===== src/rtl/mux_arb_pkg.sv =====
// Shared types and constants for the round-robin mux arbiter.
//   N_REQ       : number of requesters
//   SEL_W       : width of the requester index / mux select
//   sel_t       : requester index type
//   arb_state_t : output-register state (IDLE = empty, HOLD = word pending)
package mux_arb_pkg;

   localparam int unsigned N_REQ = 4;
   localparam int unsigned SEL_W = 2;

   typedef logic [SEL_W-1:0] sel_t;

   typedef enum logic [0:0] {
      IDLE,
      HOLD
   } arb_state_t;

endpackage


===== src/rtl/mux_rr_arbiter_if.sv =====
// Requester/consumer bundle of the round-robin mux arbiter.
//   req       : per-requester request, held with its data until granted
//   in0..in3  : requester data words
//   gnt       : one-hot grant, combinational
//   select    : index of the requester whose word is in out
//   out       : registered selected word
//   out_valid : out/select hold a word not yet accepted
//   out_ready : consumer accepts out this cycle
// Modports: slave = arbiter side, master = requesters plus consumer.
interface mux_rr_arbiter_if
   import mux_arb_pkg::*;
#(
   parameter int unsigned DATA_W = 4
);

   logic [N_REQ-1:0]  req;
   logic [N_REQ-1:0]  gnt;
   logic [DATA_W-1:0] in0;
   logic [DATA_W-1:0] in1;
   logic [DATA_W-1:0] in2;
   logic [DATA_W-1:0] in3;
   logic [DATA_W-1:0] out;
   sel_t              select;
   logic              out_valid;
   logic              out_ready;

   modport slave (
      input  req, in0, in1, in2, in3, out_ready,
      output gnt, select, out, out_valid
   );

   modport master (
      output req, in0, in1, in2, in3, out_ready,
      input  gnt, select, out, out_valid
   );

endinterface


===== src/rtl/MUX2.sv =====
// Shared 4:1 data multiplexer.
//   sel      : input index
//   in0..in3 : data words
//   y        : selected word
module MUX2 #(
   parameter int unsigned DATA_W = 4
) (
   input  logic [1:0]        sel,
   input  logic [DATA_W-1:0] in0,
   input  logic [DATA_W-1:0] in1,
   input  logic [DATA_W-1:0] in2,
   input  logic [DATA_W-1:0] in3,
   output logic [DATA_W-1:0] y
);

   always_comb begin
      unique case (sel)
         2'd0:    y = in0;
         2'd1:    y = in1;
         2'd2:    y = in2;
         default: y = in3;
      endcase
   end

endmodule


===== src/rtl/rr_pick.sv =====
// Combinational round-robin pick: first requester at or after ptr (mod N_REQ).
//   req   : request vector
//   ptr   : highest-priority index this cycle
//   gnt   : one-hot winner (all zero when nobody requests)
//   idx   : encoded winner index (ptr when nobody requests)
//   found : some requester won
module rr_pick
   import mux_arb_pkg::*;
(
   input  logic [N_REQ-1:0] req,
   input  sel_t             ptr,
   output logic [N_REQ-1:0] gnt,
   output sel_t             idx,
   output logic             found
);

   sel_t cand;

   always_comb begin
      gnt   = '0;
      idx   = ptr;
      found = 1'b0;
      cand  = ptr;
      for (int k = 0; k < N_REQ; k++) begin
         // Modular index: the 2-bit add wraps 3 -> 0 naturally.
         cand = ptr + sel_t'(k);
         if (!found && req[cand]) begin
            found = 1'b1;
            idx   = cand;
         end
      end
      if (found) begin
         gnt[idx] = 1'b1;
      end
   end

endmodule


===== src/rtl/mux_rr_arbiter.sv =====
// Round-robin arbiter sharing a 4:1 data mux between four requesters; the
// winning word is registered and held on a valid/ready output.
//   clk   : rising-edge clock
//   rst_n : asynchronous active-low reset
//   bus   : requester/consumer bundle (slave modport)
module mux_rr_arbiter
   import mux_arb_pkg::*;
#(
   parameter int unsigned DATA_W = 4
) (
   input  logic                  clk,
   input  logic                  rst_n,
   mux_rr_arbiter_if.slave       bus
);

   arb_state_t        state_q;
   sel_t              ptr_q;
   sel_t              sel_q;
   logic [DATA_W-1:0] out_q;

   logic              load;
   logic [N_REQ-1:0]  pick_gnt;
   sel_t              pick_idx;
   logic              pick_found;
   logic [DATA_W-1:0] mux_y;

   // The output register can take a new word when empty or being drained.
   assign load = (state_q == IDLE) || bus.out_ready;

   rr_pick u_pick (
      .req   (bus.req),
      .ptr   (ptr_q),
      .gnt   (pick_gnt),
      .idx   (pick_idx),
      .found (pick_found)
   );

   MUX2 #(
      .DATA_W (DATA_W)
   ) u_mux (
      .sel (pick_idx),
      .in0 (bus.in0),
      .in1 (bus.in1),
      .in2 (bus.in2),
      .in3 (bus.in3),
      .y   (mux_y)
   );

   // rst_n gates gnt so no transfer is signalled while the register is held in reset.
   assign bus.gnt       = (rst_n && load) ? pick_gnt : '0;
   assign bus.out_valid = (state_q == HOLD);
   assign bus.out       = out_q;
   assign bus.select    = sel_q;

   always_ff @(posedge clk or negedge rst_n) begin
      if (!rst_n) begin
         state_q <= IDLE;
         ptr_q   <= '0;
         sel_q   <= '0;
         out_q   <= '0;
      end else if (load) begin
         if (pick_found) begin
            state_q <= HOLD;
            out_q   <= mux_y;
            sel_q   <= pick_idx;
            ptr_q   <= pick_idx + sel_t'(1);
         end else begin
            // out/select keep their last word; only validity drops.
            state_q <= IDLE;
         end
      end
   end

endmodule


===== src/flat_wrapper.sv =====
// flat-port wrapper written by rule: the top's interface ports become plain ports
module mux_rr_arbiter_flat import mux_arb_pkg::*;
#(
   parameter int unsigned DATA_W = 4
)
  (clk, rst_n, bus_req, bus_in0, bus_in1, bus_in2, bus_in3, bus_out_ready, bus_gnt, bus_select, bus_out, bus_out_valid);
  mux_rr_arbiter_if #(.DATA_W(DATA_W)) bus_i ();
  input  logic clk;
  input  logic rst_n;
  input wire logic [$bits(bus_i.req)-1:0] bus_req;
  input wire logic [$bits(bus_i.in0)-1:0] bus_in0;
  input wire logic [$bits(bus_i.in1)-1:0] bus_in1;
  input wire logic [$bits(bus_i.in2)-1:0] bus_in2;
  input wire logic [$bits(bus_i.in3)-1:0] bus_in3;
  input wire logic [$bits(bus_i.out_ready)-1:0] bus_out_ready;
  output wire logic [$bits(bus_i.gnt)-1:0] bus_gnt;
  output wire logic [$bits(bus_i.select)-1:0] bus_select;
  output wire logic [$bits(bus_i.out)-1:0] bus_out;
  output wire logic [$bits(bus_i.out_valid)-1:0] bus_out_valid;
  assign bus_i.req = bus_req;
  assign bus_i.in0 = bus_in0;
  assign bus_i.in1 = bus_in1;
  assign bus_i.in2 = bus_in2;
  assign bus_i.in3 = bus_in3;
  assign bus_i.out_ready = bus_out_ready;
  assign bus_gnt = bus_i.gnt;
  assign bus_select = bus_i.select;
  assign bus_out = bus_i.out;
  assign bus_out_valid = bus_i.out_valid;
  mux_rr_arbiter #(.DATA_W(DATA_W)) u_core (.clk(clk), .rst_n(rst_n), .bus(bus_i));
endmodule

===== config.mk =====
export PLATFORM = sky130hd
export DESIGN_NAME = mux_rr_arbiter_flat
export DESIGN_NICKNAME = d
export VERILOG_FILES = /design/src/rtl/mux_arb_pkg.sv /design/src/rtl/mux_rr_arbiter_if.sv /design/src/rtl/MUX2.sv /design/src/rtl/rr_pick.sv /design/src/rtl/mux_rr_arbiter.sv /design/src/flat_wrapper.sv
export SDC_FILE = /design/constraint.sdc
export NUM_CORES = 1
export LEC_CHECK = 0
export ABC_AREA = 1
export CELL_PAD_IN_SITES_DETAIL_PLACEMENT = 1
export CELL_PAD_IN_SITES_GLOBAL_PLACEMENT = 1
export CORE_MARGIN = 2
export CORE_UTILIZATION = 31
export CTS_CLUSTER_SIZE = 10
export DETAILED_ROUTE_END_ITERATION = 10
export GPL_TIMING_DRIVEN = 0
export HOLD_SLACK_MARGIN = 0.15
export PLACE_DENSITY_LB_ADDON = 0.3
export SYNTH_ARGS = -nofsm -noshare
export SYNTH_HDL_FRONTEND = slang
export SYNTH_SLANG_ARGS = --single-unit

===== constraint.sdc =====
create_clock -name clk -period 6.44 [get_ports clk]
set_clock_uncertainty 0.2 [all_clocks]
set_input_delay 1.932 -clock clk [delete_from_list [all_inputs] [get_ports clk]]
set_output_delay 1.932 -clock clk [all_outputs]
set_load 0.005 [all_outputs]

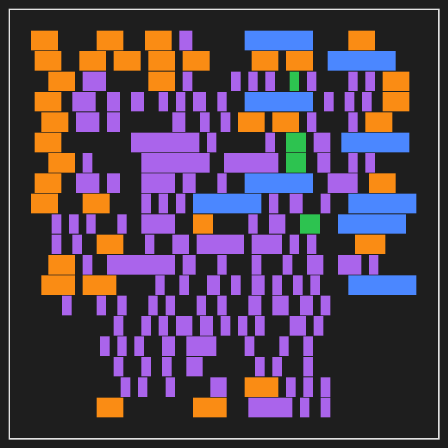
cell_classes.png
class	colour	cells	share of their area
clock drivers and dummy loads	green	4	2.0%
other buffers and delay cells	orange	35	28%
flops	blue	9	17%
all other logic	purple	126	53%
Core Box Area: 2710 sq um
final instance area: 1340 sq um
Finished Core Util: 49.4%
Seq/total area: 16.8%

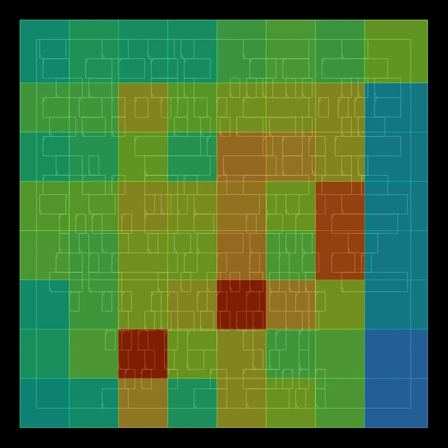
final_congestion.png
GR Util met1: 22.7%
Total Routing Usage GR: 17.2%

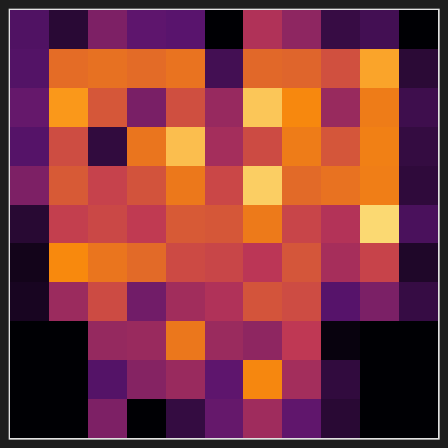
density.png
11 x 11 tiles, from black (low) to pale yellow (high), 0 to 100% covered.
fullest tile	92%
mean over tiles	40%
densest ninth of the die	centre
nearly empty tiles	12%
Init Core Util: 32.3%

==> Slide: Implementation Results <==
Flow Results at a Glance

Worst setup path
  • Critical path fanouts, max: 5
  • R2r startpoint: u_core.ptr_q[1]
  • Critical path buffers and inverters: 3
  • R2R depth: 16
  • Crit. Startpoint: bus_req[2]
  • Delay-heaviest family, CP: buffers and inverters
  • Crit path depth: 15
  • R2R setup slack: 3770 ps
  • CP Cell Sequence: clkdlybuf4s50_1 > inv_1 > nand2_1 > nand2_1 > nand2_1 > nand2_2 > nand3_1 > nand2_1 > nand2_1 > nand3_1 > nand2_2 > ha_4 > nand2_1 > nor2_1 > clkdlybuf4s50_1
  • Crit path top cell by count: nand2_1
  • Setup CP Type: in -> out
  • CP peak stage delay: 520 ps
  • CP Data Arrival Time: 4150 ps
  • Setup crit end: bus_gnt[1]
  • Worst EP required: 4310 ps
  • CP Launch Type: input port
  • R2R Path End: u_core.bus.out[2]
  • CP max stage cell: clkdlybuf4s50_1
  • Crit end category: output port

Logic synthesis
  • Cells after synthesis: 136
  • Top logic family: simple AND/OR/NAND/NOR gates
  • Registers, synthesis: 9
  • Distinct cells, synth: 21
  • Simple-gate portion of the synthesized area: 46.9%
  • XORs/XNORs by Area: 0%
  • Area fraction in mux cells: 0%
  • Compound Share, Synth: 12.6%
  • Ys cells: 136
  • Post-synthesis sequential area ratio: 25.8%
  • Number of nets at floorplan: 164
  • Avg Cell Area, Syn: 6.43 sq um
  • Yosys adder share: 7.15%
  • Cell Area, Synth: 875 sq um
  • Syn. warnings: 0
  • Yosys chip area: 875 sq um

Clocking
  • Clock buffer depth: 2
  • CTS tree: built
  • # hold bufs at CTS: 0
  • Number of buffers created by CTS: 3
  • Clock tree sinks: 9
  • Late-Pin Clk Latency: 250 ps
  • Post-CTS Resized: 5
  • H-tree depth: 1
  • Post-CTS setup buffer count: 0
  • CTS Root Cell: clkbuf_4
  • Clk slew on worst S/H paths: 60 ps

Detailed routing
  • Antenna-violating nets left: 0
  • Vias/cell: 4.87
  • Vias: 999
  • Drt first pass iters: 4
  • WL final: 2750 microns
  • Residual DRC: 0
  • First-iteration detailed-routing DRC count: 26
  • Drt wl/cell: 13.4 microns

GRT
  • Busiest grt layer: met2
  • M3 GR Usage: 0.907%
  • First-pass GRT wire length: 4550 microns
  • Met2 global-route usage: 30.4%
  • Pin count of the biggest net entering global routing: 11
  • Remaining Overflow, GRT: 0
  • Vias in the first global route: 1051
  • Initial antenna violation count: 0

Floorplan
  • DIE AREA: 3260 sq um
  • Die H: 57.1 microns
  • Top-Level Pins: 34
  • Row cnt: 19
  • Die Wd: 57.1 microns

Timing
  • Final setup viols: 0
  • Hold Vio Cnt, Final: 0
  • Period minus WS final: 6280 ps
  • Slew at the pin closest to its max-slew limit: 477 ps
  • Final TNS setup: 0 ps
  • Cycle use final: 97.5%
  • Relative slew slack: 68.1%
  • RSZ-0062 raised after global routing: no
  • Max-slew violations: 0
  • Max Fclk: 0.159 GHz

Worst hold path
  • Hold worst-path end: u_core.bus.out[3]
  • HP Start: u_core.bus.out[3]
  • Hold Path Class: reg -> reg
  • WHS Path Cells: 2

Power and ir drop
  • Pleak: 0.692 nW
  • Max VDD drop: 0.307 mV
  • Power density cells: 560 nW/um^2
  • Tot Pwr: 0.749 mW

Outcome
  • Status: finished, final reports clean

Layout
  • Antenna fix cells: 0
  • Final nets: 203
  • Layout fillers: 372
  • Top Layout Cells: 65 x nand2_1, 29 x clkdlybuf4s50_1, 9 x dfrtp_1, 8 x inv_1
  • Fin cells: 205
  • Share of post-route cells with drive strength above 1: 16.7%
  • Most common library cell in the layout ignoring fill and taps: nand2_1

Placement
  • Placed cell areas: 1240 sq um
  • Routability cong.: 0.783
  • Dpl hpwl: 2240 microns
  • Dpl cells: 200
  • I/O Buffers: 33

Flow run
  • OpenROAD warning count: 31
  • Max-Cap Viols: 0
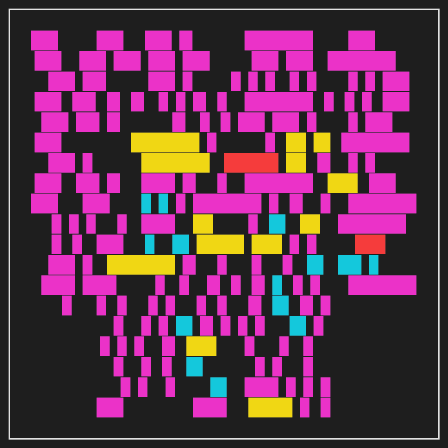
drive_strength.png
size	colour	cells
drive 3 to 4	yellow	13
drive 6 and up	red	2
drive 2	cyan	14
drive 1 or less	magenta	145
Layout area overhead: 52.9%
fin worst setup slack: 158 ps

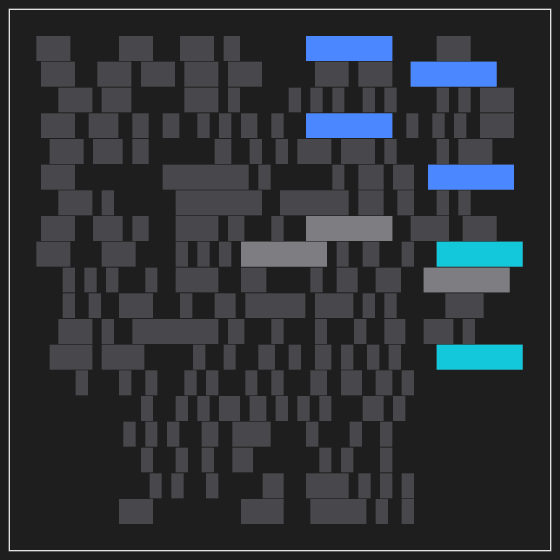
registers.png
Other sequential cells in the stronger grey, the rest of the logic in the fainter grey.
signal	colour	placed flops
u_core.bus.out	blue	4
u_core.bus.select	cyan	2
not coloured	3
Power Sequential: 0.103 mW
register area: 225 sq um

[registers in the layout (all words and copies together), names as in the netlist]
register,flops
u_core.bus.out,4
u_core.bus.out_valid,1
u_core.bus.select,2
u_core.ptr_q,2
[area by class of cell]
cell class | instances | area (sq um) | area share [%]
multi-input cells | 112 | 633 | 47.3
flip-flops and latches | 9 | 225 | 16.8
repair buffers | 34 | 348 | 26.0
clock buffers | 4 | 26.3 | 1.96
inverters | 14 | 55.1 | 4.12
plain buffers | 1 | 11.3 | 0.842
well taps | 31 | 38.8 | 2.90
[power by group]
part           total (mW)  internal (mW)  switching [mW]
sequential          0.103         0.0839          0.0194
clock              0.0428         0.0238          0.0190
combinational       0.603          0.253           0.351
[routing by layer]
layer,vias to the layer above,wire [microns]
li1,501,-
met1,477,1210
met2,19,1450
met3,2,67
met4,0,19
met5,-,0
[per-stage QoR]
step / worst slack [ps] / util [%] / hold WS (ps)
after global placement: 58.2 / 45.9 / 258
after detailed placement: -69.6 / 45.9 / 261
after global routing: 4.87 / 49.4 / 302
after floorplan: 1210 / - / 265
after CTS: -19.5 / 47.5 / 274
final: 158 / 49.4 / 268
[Yosys cell counts (all sizes together)]
| master | number | area (sq um) |
|---|---|---|
| a21oi | 4 | 20.0 |
| nand2 | 74 | 298 |
| nand3 | 8 | 52.6 |
| inv | 14 | 55.1 |
| buf | 1 | 11.3 |
| o21ai | 8 | 55.1 |
| ha | 5 | 62.6 |
| a22o | 4 | 35.0 |
| nor2 | 9 | 60.1 |
| dfrtp | 9 | 225 |
Power and IR drop assume default switching activity.
